**src/rtl/jdecoder_mon.sv**
```systemverilog
// jdecoder_mon: decodes a sampled Johnson code to an index and a one-hot vector,
// and tracks whether successive samples step through the 2*WIDTH-state sequence.
// A LOCKED/UNLOCKED state machine reports sequence breaks while locked and keeps
// a saturating count of them.
module jdecoder_mon #(
  parameter int WIDTH    = 4,
  parameter int LOCK_CNT = 3,
  parameter int ERRW     = 8
) (
  input  logic                         in_clk,
  input  logic                         in_clr_n,
  input  logic                         in_en,
  input  logic [WIDTH-1:0]             in_q,
  input  logic                         in_err_clr,
  output logic [$clog2(2*WIDTH)-1:0]   o_idx,
  output logic [2*WIDTH-1:0]           o_onehot,
  output logic                         o_valid,
  output logic                         o_locked,
  output logic                         o_err,
  output logic [ERRW-1:0]              o_err_cnt
);

  localparam int IW = $clog2(2*WIDTH);
  localparam logic [IW-1:0]   LAST    = IW'(2*WIDTH-1);
  localparam logic [IW-1:0]   IDX_ONE = {{(IW-1){1'b0}}, 1'b1};
  localparam logic [3:0]      LOCK_C  = 4'(LOCK_CNT);
  localparam logic [ERRW-1:0] CNT_MAX = {ERRW{1'b1}};
  localparam logic [ERRW-1:0] CNT_ONE = {{(ERRW-1){1'b0}}, 1'b1};
  localparam logic [2*WIDTH-1:0] OH_ONE = {{(2*WIDTH-1){1'b0}}, 1'b1};

  typedef enum logic {
    ST_UNLOCKED = 1'b0,
    ST_LOCKED   = 1'b1
  } state_t;

  // Number of ones in the sampled code.
  function automatic logic [IW-1:0] f_popcount(input logic [WIDTH-1:0] v);
    logic [IW-1:0] c;
    c = {IW{1'b0}};
    for (int i = 0; i < WIDTH; i++) begin
      c = c + {{(IW-1){1'b0}}, v[i]};
    end
    return c;
  endfunction

  // A Johnson code has at most one boundary between runs of ones and zeros.
  function automatic logic f_legal(input logic [WIDTH-1:0] v);
    logic [IW-1:0] t;
    t = {IW{1'b0}};
    for (int i = 1; i < WIDTH; i++) begin
      t = t + {{(IW-1){1'b0}}, v[i] ^ v[i-1]};
    end
    return (t <= IDX_ONE);
  endfunction

  state_t              r_state, w_state_nxt;
  logic [IW-1:0]       r_idx, w_idx_nxt;
  logic [2*WIDTH-1:0]  r_onehot, w_onehot_nxt;
  logic                r_valid, w_valid_nxt;
  logic                r_err, w_err_nxt;
  logic [ERRW-1:0]     r_err_cnt, w_err_cnt_nxt;
  logic [IW-1:0]       r_ref, w_ref_nxt;
  logic                r_ref_vld, w_ref_vld_nxt;
  logic [3:0]          r_good, w_good_nxt;

  logic                w_legal;
  logic [IW-1:0]       w_pop;
  logic [IW-1:0]       w_idx;
  logic [IW-1:0]       w_ref_inc;
  logic                w_step_ok;

  // Decode the current code and judge it against the reference index.
  always_comb begin
    w_legal   = f_legal(in_q);
    w_pop     = f_popcount(in_q);
    w_idx     = {IW{1'b0}};
    w_ref_inc = (r_ref == LAST) ? {IW{1'b0}} : (r_ref + IDX_ONE);
    if (!w_legal) begin
      w_idx = {IW{1'b0}};
    end else if (in_q[0]) begin
      // 2*WIDTH - pop, written so no intermediate needs an extra bit
      w_idx = (LAST - w_pop) + IDX_ONE;
    end else begin
      w_idx = w_pop;
    end
    w_step_ok = w_legal && r_ref_vld && (w_idx == w_ref_inc);
  end

  // Next-state and next-output logic for the lock tracker.
  always_comb begin
    w_state_nxt   = r_state;
    w_idx_nxt     = r_idx;
    w_onehot_nxt  = r_onehot;
    w_valid_nxt   = r_valid;
    w_err_nxt     = 1'b0;
    w_err_cnt_nxt = r_err_cnt;
    w_ref_nxt     = r_ref;
    w_ref_vld_nxt = r_ref_vld;
    w_good_nxt    = r_good;

    if (in_en) begin
      w_idx_nxt     = w_idx;
      w_onehot_nxt  = w_legal ? (OH_ONE << w_idx) : {(2*WIDTH){1'b0}};
      w_valid_nxt   = w_legal;
      w_ref_vld_nxt = w_legal;
      w_ref_nxt     = w_legal ? w_idx : r_ref;

      case (r_state)
        ST_UNLOCKED: begin
          if (w_step_ok) begin
            if ((r_good + 4'd1) >= LOCK_C) begin
              w_state_nxt = ST_LOCKED;
              w_good_nxt  = 4'd0;
            end else begin
              w_good_nxt  = r_good + 4'd1;
            end
          end else begin
            // also covers the first legal sample, which only seeds the reference
            w_good_nxt = 4'd0;
          end
        end
        ST_LOCKED: begin
          if (w_step_ok) begin
            w_state_nxt = ST_LOCKED;
          end else begin
            w_state_nxt   = ST_UNLOCKED;
            w_good_nxt    = 4'd0;
            w_err_nxt     = 1'b1;
            w_err_cnt_nxt = (r_err_cnt == CNT_MAX) ? CNT_MAX : (r_err_cnt + CNT_ONE);
          end
        end
        default: begin
          w_state_nxt = ST_UNLOCKED;
          w_good_nxt  = 4'd0;
        end
      endcase
    end else begin
      w_err_nxt = 1'b0;
    end

    // Clear wins over a concurrent increment; the o_err pulse is unaffected.
    if (in_err_clr) begin
      w_err_cnt_nxt = {ERRW{1'b0}};
    end else begin
      w_err_cnt_nxt = w_err_cnt_nxt;
    end
  end

  // State and output registers with asynchronous clear.
  always_ff @(posedge in_clk or negedge in_clr_n) begin
    if (!in_clr_n) begin
      r_state   <= ST_UNLOCKED;
      r_idx     <= {IW{1'b0}};
      r_onehot  <= {(2*WIDTH){1'b0}};
      r_valid   <= 1'b0;
      r_err     <= 1'b0;
      r_err_cnt <= {ERRW{1'b0}};
      r_ref     <= {IW{1'b0}};
      r_ref_vld <= 1'b0;
      r_good    <= 4'd0;
    end else begin
      r_state   <= w_state_nxt;
      r_idx     <= w_idx_nxt;
      r_onehot  <= w_onehot_nxt;
      r_valid   <= w_valid_nxt;
      r_err     <= w_err_nxt;
      r_err_cnt <= w_err_cnt_nxt;
      r_ref     <= w_ref_nxt;
      r_ref_vld <= w_ref_vld_nxt;
      r_good    <= w_good_nxt;
    end
  end

  assign o_idx     = r_idx;
  assign o_onehot  = r_onehot;
  assign o_valid   = r_valid;
  assign o_locked  = (r_state == ST_LOCKED);
  assign o_err     = r_err;
  assign o_err_cnt = r_err_cnt;

endmodule

```
**config.mk**
```make
export PLATFORM = sky130hd
export DESIGN_NAME = jdecoder_mon
export DESIGN_NICKNAME = d
export VERILOG_FILES = /design/src/rtl/jdecoder_mon.sv
export SDC_FILE = /design/constraint.sdc
export NUM_CORES = 1
export LEC_CHECK = 0
export CAP_MARGIN = 20
export CORE_MARGIN = 5
export CORE_UTILIZATION = 60
export DETAILED_ROUTE_END_ITERATION = 10
export DONT_BUFFER_PORTS = 1
export PLACE_DENSITY = 0.76
export SLEW_MARGIN = 40
export SYNTH_ARGS = -nofsm -noshare
export SYNTH_HDL_FRONTEND = slang
export SYNTH_SLANG_ARGS = --single-unit
```
**constraint.sdc**
```tcl
create_clock -name in_clk -period 2.8 [get_ports in_clk]
set_input_delay 0.56 -clock in_clk [delete_from_list [all_inputs] [get_ports in_clk]]
set_output_delay 0.56 -clock in_clk [all_outputs]
set_load 0.1 [all_outputs]
```
==> flow_metrics.tcl <==
# flow metrics
set metrics [dict create \
    outcome "finished, violations left" \
    nWellTaps 30 \
    top_logic_kind "AND-OR/OR-AND gates" \
    crit_chain "fa_1 > ha_2 > ha_4 > inv_2 > ha_4 > mux2i_4 > xnor2_2 > or4_4 > or4_4 > mux2i_1" \
    finClkSkew_ns 0.00789 \
    cts_tree "done" \
    violations "setup timing" \
    setup_slack_ns -0.109 \
    postCtsSetupRepairBufs 2 \
    lay_top_count "buf_4" \
    die_area_mm2 0.00360 \
    drt-initial-drc-count 71 \
    row_count 18 \
    top_area_cell "dfrtp_1" \
    drcViolationCount 0 \
    simple_gate_area_share_pct 14.5 \
    dp_hpwl_mm 2.36 \
    avgSynthCellArea_um2 11.1 \
    yosysUniqueCellTypes 34 \
    critPathCaptureType "register" \
    peakVddDrop_v 0.000728 \
    wl_met1_mm 1.41 \
    yosys.area.top_type_share_pct 48.4 \
    mux_share_pct 2.17 \
    crit_fanout 2 \
    rsz0062_at_grt "true" \
    yosysMostFrequentCell "dfrtp_1" \
    grt_max_degree 30 \
    die_height_um 60.0 \
    final_antenna_net_count 0 \
    overflow 0 \
    nets 184 \
    dpl.cell_count 184 \
    place.gp.congestion 0.871 \
    lay_top_cells "buf_4 (26), dfrtp_1 (18), o2bb2ai_1 (11), dfrtp_2 (11)" \
    finalSetupViolations 10 \
    comb_share_pct 43.7 \
    n_all_inverters 8 \
    ys_seq_share_pct 48.4 \
    ys_ff 29 \
    path_buffers 1 \
]
[final timing paths]
kind,slack (ns),startpoint,cells past startpoint,endpoint
min,0.04,in_clr_n,1,o_err_cnt[4]
min reg2reg,0.51,r_ref[2],2,r_ref[2]
max reg2reg,0.43,r_ref[0],7,r_good[0]
max,-0.11,in_q[3],10,r_good[0]
min in group in_clk,0.28,in_err_clr,1,o_err_cnt[0]
max in group asynchronous,2.58,in_clr_n,1,o_idx[2]
[report_power, final]
group / switching, uW / total, uW / internal, uW
logic: 200 / 400 / 200
registers: 213 / 677 / 464
clock network: 142 / 355 / 213
total: 554 / 1430 / 878
[flip-flops by register name, indices dropped and copies added (netlist names)]
signal / flops
r_good: 4
o_err: 1
o_idx: 3
r_ref_vld: 1
o_err_cnt: 8
o_onehot: 8
o_locked: 1
r_ref: 3
### Sequential cells grouped by signal name

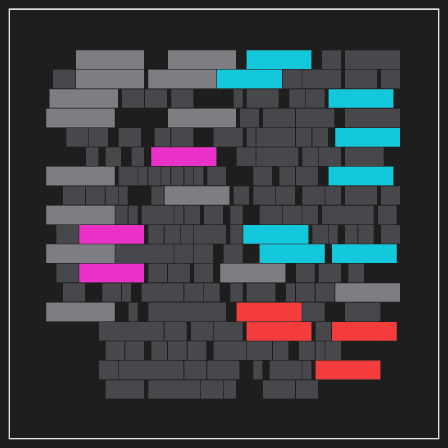
Key: r_ref = magenta [sequential cells 3]; r_good = red [sequential cells 4]; o_err_cnt = cyan [sequential cells 8]
Another 14 sequential cells are not coloured.
Sequential Area: 739 um^2
Util after Layout: 80.8%
Seq area share: 37.6%
Seq. pwr: 677 uW

### Port wiring

The bar under the picture is 20 um long.
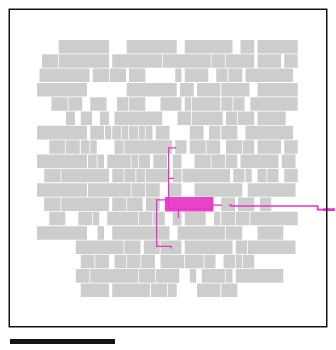
Key: o_locked = magenta [direction output, edge right, end cells 1, buffers 1, wire 59.2 um]

### Metal 1

Supply wires on this layer in grey.
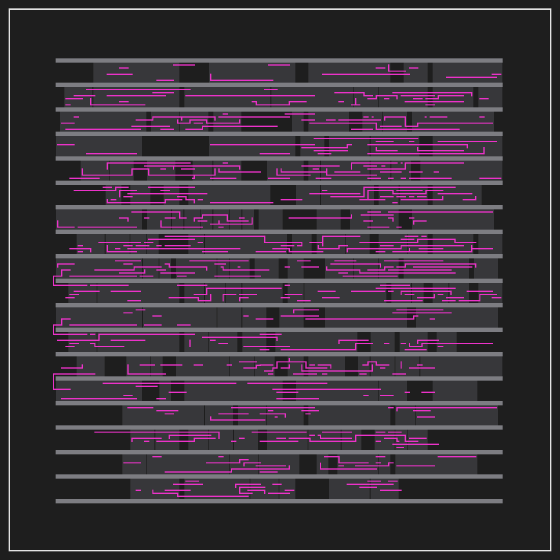
The wires run mostly horizontal. 170 nets have wire on it.
M1 GR Usage: 27.1%
vias: 1,225

### Routing congestion

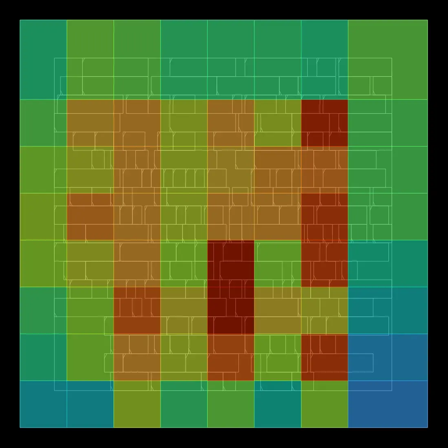
GR Util met2: 35.6%
DR WL/cell: 18.0 um
All-Layer GR Usage: 22.1%
met3 Use GR: 8.21%

Power and IR drop assume default switching activity.
